<file path="config.mk">
export PLATFORM = sky130hd
export DESIGN_NAME = alu_exec_stage
export DESIGN_NICKNAME = d
export VERILOG_FILES = /design/src/rtl/alu_exec_stage.sv
export SDC_FILE = /design/constraint.sdc
export NUM_CORES = 2
export LEC_CHECK = 0
export ABC_CLOCK_PERIOD_IN_PS = 10500
export CELL_PAD_IN_SITES_DETAIL_PLACEMENT = 0
export CELL_PAD_IN_SITES_GLOBAL_PLACEMENT = 1
export CORE_MARGIN = 10
export CORE_UTILIZATION = 40
export DETAILED_ROUTE_END_ITERATION = 16
export GPL_ROUTABILITY_DRIVEN = 0
export GPL_TIMING_DRIVEN = 0
export PLACE_DENSITY = 0.75
export SLEW_MARGIN = 10
export SYNTH_ARGS = -nofsm -noshare
export SYNTH_HDL_FRONTEND = slang
export SYNTH_SLANG_ARGS = --single-unit
</file>
<file path="constraint.sdc">
create_clock -name CLK -period 10.5 [get_ports CLK]
set_input_delay 1.575 -clock CLK [delete_from_list [all_inputs] [get_ports CLK]]
set_output_delay 1.575 -clock CLK [all_outputs]
set_load 0.01 [all_outputs]
</file>
<file path="src/rtl/alu_exec_stage.sv">
// alu_exec_stage: execute-stage ALU with a registered EX/MEM output, valid/ready
// handshakes on both sides, and an iterative signed multiply-accumulate (MULA)
// into HI/LO.
// Optional build macro: ALU_EXEC_OVERFLOW_EN enables signed-overflow detection
// for ADD/SUB. Without it the Overflow port is tied to 0.
module alu_exec_stage #(
   parameter int unsigned MUL_BITS_PER_CYCLE = 2
) (
   input  logic        CLK,
   input  logic        Reset_L,
   input  logic        Flush,
   input  logic        InValid,
   output logic        InReady,
   input  logic [3:0]  ALUCtrl,
   input  logic [31:0] BusA,
   input  logic [31:0] BusB,
   input  logic [4:0]  Shamt,
   output logic        OutValid,
   input  logic        OutReady,
   output logic [31:0] ALUResult,
   output logic        Zero,
   output logic        Overflow,
   output logic        BadOp,
   output logic [31:0] HI,
   output logic [31:0] LO
);

   localparam int unsigned K  = MUL_BITS_PER_CYCLE;
   localparam int unsigned N  = 32 / MUL_BITS_PER_CYCLE;
   localparam int unsigned CW = 6;

   typedef enum logic [1:0] {
      st_idle,
      st_mul,
      st_wb
   } state_t;

   typedef enum logic [3:0] {
      op_and  = 4'h0,
      op_or   = 4'h1,
      op_add  = 4'h2,
      op_sll  = 4'h3,
      op_srl  = 4'h4,
      op_mula = 4'h5,
      op_sub  = 4'h6,
      op_slt  = 4'h7,
      op_addu = 4'h8,
      op_subu = 4'h9,
      op_xor  = 4'hA,
      op_sltu = 4'hB,
      op_nor  = 4'hC,
      op_sra  = 4'hD,
      op_lui  = 4'hE,
      op_bad  = 4'hF
   } op_t;

   state_t        state, state_nxt;
   op_t           op;
   logic          out_free;
   logic          accept;
   logic          accept_alu;
   logic          accept_mula;
   logic          wb_commit;

   logic [31:0]   sum, diff;
   logic [31:0]   alu_res;
   logic          alu_bad;

   logic [63:0]   mcand;
   logic [31:0]   mplier;
   logic [63:0]   prod;
   logic [63:0]   step_sum;
   logic          mul_neg;
   logic [CW-1:0] count;
   logic [31:0]   abs_a, abs_b;
   logic [63:0]   prod_signed;
   logic [63:0]   acc_nxt;

   assign op          = op_t'(ALUCtrl);
   assign sum         = BusA + BusB;
   assign diff        = BusA - BusB;
   assign abs_a       = BusA[31] ? (~BusA + 32'd1) : BusA;
   assign abs_b       = BusB[31] ? (~BusB + 32'd1) : BusB;
   assign prod_signed = mul_neg ? (~prod + 64'd1) : prod;
   assign acc_nxt     = {HI, LO} + prod_signed;
   assign accept_alu  = accept && (op != op_mula);
   assign accept_mula = accept && (op == op_mula);

   // Single-cycle ALU result and bad-opcode decode
   always_comb begin
      alu_res = '0;
      alu_bad = 1'b0;
      case (op)
         op_and:  alu_res = BusA & BusB;
         op_or:   alu_res = BusA | BusB;
         op_xor:  alu_res = BusA ^ BusB;
         op_nor:  alu_res = ~(BusA | BusB);
         op_add:  alu_res = sum;
         op_addu: alu_res = sum;
         op_sub:  alu_res = diff;
         op_subu: alu_res = diff;
         op_slt:  alu_res = {31'b0, $signed(BusA) < $signed(BusB)};
         op_sltu: alu_res = {31'b0, BusA < BusB};
         op_sll:  alu_res = BusB << Shamt;
         op_srl:  alu_res = BusB >> Shamt;
         op_sra:  alu_res = $signed(BusB) >>> Shamt;
         op_lui:  alu_res = {BusB[15:0], 16'h0000};
         op_mula: alu_res = '0;
         default: alu_bad = 1'b1;
      endcase
   end

   // One multiplier iteration: add K shifted partial products of |A|
   always_comb begin
      step_sum = prod;
      for (int unsigned j = 0; j < K; j++) begin
         if (mplier[j]) begin
            step_sum = step_sum + (mcand << j);
         end
      end
   end

   // FSM state register
   always_ff @(posedge CLK) begin
      if (!Reset_L) begin
         state <= st_idle;
      end else begin
         state <= state_nxt;
      end
   end

   // FSM next state, handshake and commit strobes
   always_comb begin
      state_nxt = state;
      InReady   = 1'b0;
      accept    = 1'b0;
      wb_commit = 1'b0;
      out_free  = !OutValid || OutReady;
      case (state)
         st_idle: begin
            InReady = out_free && !Flush;
            accept  = InValid && InReady;
            if (accept && (op == op_mula)) begin
               state_nxt = st_mul;
            end
         end
         st_mul: begin
            if (count == CW'(N - 1)) begin
               state_nxt = st_wb;
            end
         end
         st_wb: begin
            if (out_free && !Flush) begin
               wb_commit = 1'b1;
               state_nxt = st_idle;
            end
         end
         default: state_nxt = st_idle;
      endcase
      if (Flush) begin
         state_nxt = st_idle;
      end
   end

   // Multiplier operand/partial-product registers
   always_ff @(posedge CLK) begin
      if (!Reset_L) begin
         mcand   <= '0;
         mplier  <= '0;
         prod    <= '0;
         mul_neg <= 1'b0;
         count   <= '0;
      end else if (accept_mula) begin
         mcand   <= {32'b0, abs_a};
         mplier  <= abs_b;
         prod    <= '0;
         mul_neg <= BusA[31] ^ BusB[31];
         count   <= '0;
      end else if (state == st_mul && !Flush) begin
         prod    <= step_sum;
         mcand   <= mcand << K;
         mplier  <= mplier >> K;
         count   <= count + 1'b1;
      end
   end

   // HI/LO accumulator and EX/MEM output register
   always_ff @(posedge CLK) begin
      if (!Reset_L) begin
         HI        <= '0;
         LO        <= '0;
         OutValid  <= 1'b0;
         ALUResult <= '0;
         Zero      <= 1'b0;
         BadOp     <= 1'b0;
      end else begin
         if (wb_commit) begin
            {HI, LO} <= acc_nxt;
         end
         if (Flush) begin
            OutValid <= 1'b0;
         end else if (accept_alu) begin
            OutValid  <= 1'b1;
            ALUResult <= alu_res;
            Zero      <= (alu_res == '0);
            BadOp     <= alu_bad;
         end else if (wb_commit) begin
            OutValid  <= 1'b1;
            ALUResult <= acc_nxt[31:0];
            Zero      <= (acc_nxt[31:0] == '0);
            BadOp     <= 1'b0;
         end else if (OutReady) begin
            OutValid <= 1'b0;
         end
      end
   end

`ifdef ALU_EXEC_OVERFLOW_EN
   logic alu_ovf;

   // Signed overflow of ADD/SUB only
   always_comb begin
      alu_ovf = 1'b0;
      if (op == op_add) begin
         alu_ovf = (BusA[31] == BusB[31]) && (sum[31] != BusA[31]);
      end else if (op == op_sub) begin
         alu_ovf = (BusA[31] != BusB[31]) && (diff[31] != BusA[31]);
      end
   end

   // Overflow flag follows output-register loads
   always_ff @(posedge CLK) begin
      if (!Reset_L) begin
         Overflow <= 1'b0;
      end else if (Flush) begin
         Overflow <= Overflow;
      end else if (accept_alu) begin
         Overflow <= alu_ovf;
      end else if (wb_commit) begin
         Overflow <= 1'b0;
      end
   end
`else
   assign Overflow = 1'b0;
`endif

endmodule

</file>
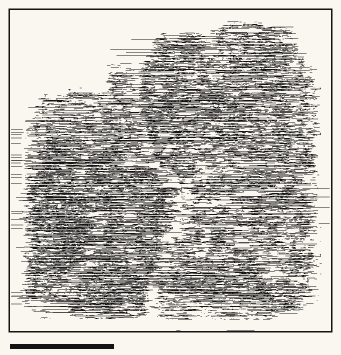
(images/m1.png)
Bar = 100 µm.
share of all routed wire: 40%
longest straight run: 83.7 µm
wire length on this layer: 65.6 mm
nets with wire on the layer: 4935
main direction: horizontal

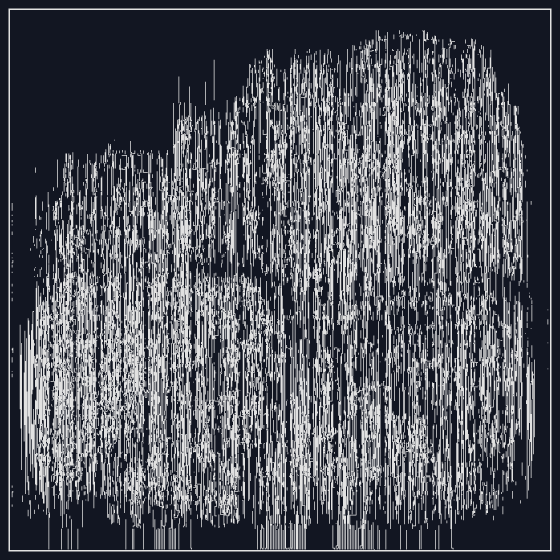
(images/m2.png)
longest straight run: 95.7 µm
wire length on this layer: 70.3 mm
main direction: vertical
nets with wire on the layer: 4297
share of all routed wire: 42%
global routing usage on met2: 50.9%
number of vias after detailed routing: 38820
Detailed Route WL: 166000 µm

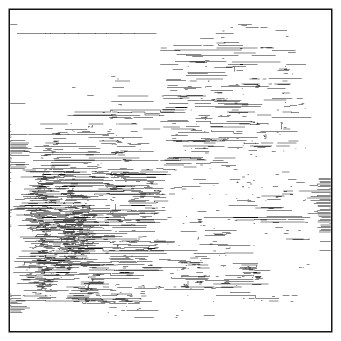
(images/m3.png)
main direction: horizontal
longest straight run: 103 µm
nets with wire on the layer: 852
wire length on this layer: 17200 µm
met3 usage: 8.23%

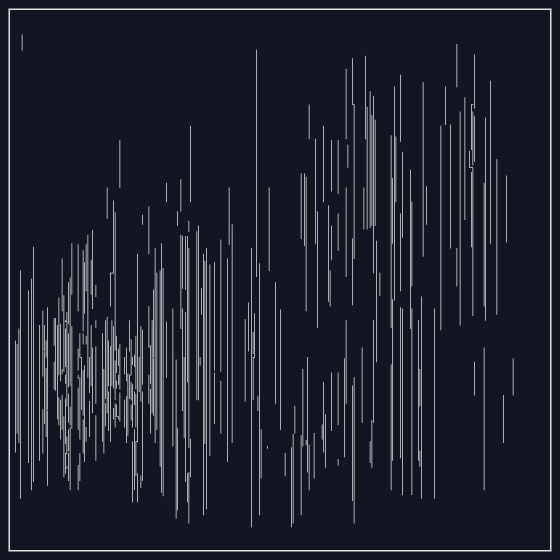
(images/m4.png)
wire length on this layer: 12600 µm
longest straight run: 160 µm
share of all routed wire: 7.6%
nets with wire on the layer: 219

## flip-flops by register name, indices dropped and copies added (netlist names)
register and flops:
mcand 64, prod 64, ALUResult 32, HI 32, LO 32, mplier 32
count 6, state 2, BadOp 1, OutValid 1, Zero 1, mul_neg 1
## how the worst min path moves through the flow
| stage | start | end | slack, ps |
|---|---|---|---|
| 2_1_floorplan | mplier[30]$_SDFFE_PN0P_ | mplier[30]$_SDFFE_PN0P_ | 440 |
| 3_3_place_gp | mplier[30]$_SDFFE_PN0P_ | mplier[30]$_SDFFE_PN0P_ | 460 |
| 3_5_place_dp | mplier[30]$_SDFFE_PN0P_ | mplier[30]$_SDFFE_PN0P_ | 470 |
| 4_1_cts | mplier[14]$_SDFFE_PN0P_ | mplier[12]$_SDFFE_PN0P_ | 470 |
| 5_1_grt | mplier[26]$_SDFFE_PN0P_ | mplier[24]$_SDFFE_PN0P_ | 490 |
| 6_report | mplier[5]$_SDFFE_PN0P_ | mplier[3]$_SDFFE_PN0P_ | 470 |
## layer usage
metal	global-route usage, %	part of all wire (%)	wire, µm
met1	40.7	40	65600
met2	50.9	42	70300
met3	8.23	10	17200
met4	20.9	7.6	12600
met5	0	0.031	51
## worst max-delay path: cells and delay by family (launching register included)
kind / cells / cell delay [ps]
AOI/OAI and AO/OA: 18 / 5070
adders and majority gates: 3 / 1070
and+or+nand+nor: 3 / 740
DFF: 1 / 540
muxes: 2 / 520
buffers and inverters: 2 / 460
xor gates and xnor gates: 2 / 320
## layout by cell type (no fill, tap or decap), drive strengths merged, types with 75 or more instances in the layout
cell type / instances
a211oi: 99
a21o: 157
a21oi: 458
clkbuf: 332
clkdlybuf4s50: 171
dfxtp: 268
ha: 297
inv: 148
nand2: 581
nand3: 89
nor2: 445
nor3: 84
o21ai: 314
xnor2: 227
xor2: 75
==> run notes <==
Synthesis and place-and-route results.

- The highest clock rate is about 110 MHz.
- The number of design-rule violations left by the first detailed-router iteration is about 4900.
- The number of fill cells is ~8700.
- The minimum clock period is roughly 8800 ps.
- The initial antenna violation count was 6.
- The cell total in the yosys stat output is about 4700.
- The origin of the worst setup path is mcand[0]$_SDFFE_PN0P_.
- During tapcell insertion the tool placed 1080 well taps.
- Yosys reports that the leading cell type by area covers between 10% and 20% of the netlist area.
- Of the total standard cell area in the layout, the multi-input combinational portion is between 60% and 70%.
- The length of the first detailed-routing pass in iterations is 10.
- The part of the cycle the worst path needs is 83.8%.
- The largest share of the power goes to the clock network.
- The leakage component of the power was reported as between 15 and 20 nW.
- Using the TritonRoute via totals, the vias-per-cell ratio works out to approximately 6.5.
- The required time reported for the critical path endpoint is 10990 ps.
- The layout summary lists the proportion of cells stronger than drive strength 1 as a little over 5%.
- The total count of hold-check failures in the final report is 0.
- Of the total synthesized cell area, the portion taken by AND, OR, NAND and NOR gates is 21.2%.
- The synthesis log from Yosys contains 0 warnings.
- The worst-case reg-to-reg setup slack stands at ~1700 ps.
- After floorplanning, the die was sized to cover roughly 96000 µm².
- The pin count of the biggest net entering global routing is 13.
- The count of clock buffers in the final design is 53.
- The final standard cell count with taps included and fillers excluded is 5979.
- The power share of the sequential group is roughly a third.
- The clock latency on the worst-skew pair is roughly 580 ps.
- The synthesized netlist has a Yosys-reported chip area of between 30000 and 40000 µm².
- The floorplan core area is about 83000 µm².
- The synthesized design contains 268 register bits.
- The flow ran to the end, and the final reports show no timing, DRC or antenna violations.
- The hold buffer count at CTS is 0.
- The clock tree skew after final layout is slightly below 40 ps.
- Sorting the synthesized cells by area gives the leading types as sky130_fd_sc_hd__dfxtp_1 16%, sky130_fd_sc_hd__ha_1 11%, sky130_fd_sc_hd__a21oi_1 6.8%, sky130_fd_sc_hd__nand2_1 6.5%, sky130_fd_sc_hd__xnor2_1 5.9%.
- The data arrival time at the worst-slack endpoint is about 9300 ps.
- The worst min-delay path class is flip-flop to flip-flop.
- OpenSTA lists the critical path endpoint as prod[63]$_SDFFE_PP0P_.
- After routing the design area is roughly 38000 µm².
- The detailed-route wire length per cell is 27.7 µm.
- The TritonCTS clock tree is yes.
- The power dissipated in combinational cells is about 0.00085 W.
- The cell accounting for the most synthesized area is sky130_fd_sc_hd__dfxtp_1.
- The final critical-path setup slack is 1700 ps.
- Per the OpenROAD power report, switching power amounts to 0.00115 W.
- Per the post-synthesis stats, the area per cell is about 7.2 µm².
- The non-clock buffer total of the final layout is a little under 500.
- The worst register-to-register path begins at mcand[0]$_SDFFE_PN0P_.
- Counting instances in the post-synthesis netlist gives the leading cell types as 581 x sky130_fd_sc_hd__nand2_1, 458 x sky130_fd_sc_hd__a21oi_1, 445 x sky130_fd_sc_hd__nor2_1, 313 x sky130_fd_sc_hd__o21ai_0, 297 x sky130_fd_sc_hd__ha_1.
Power and IR drop assume default switching activity.
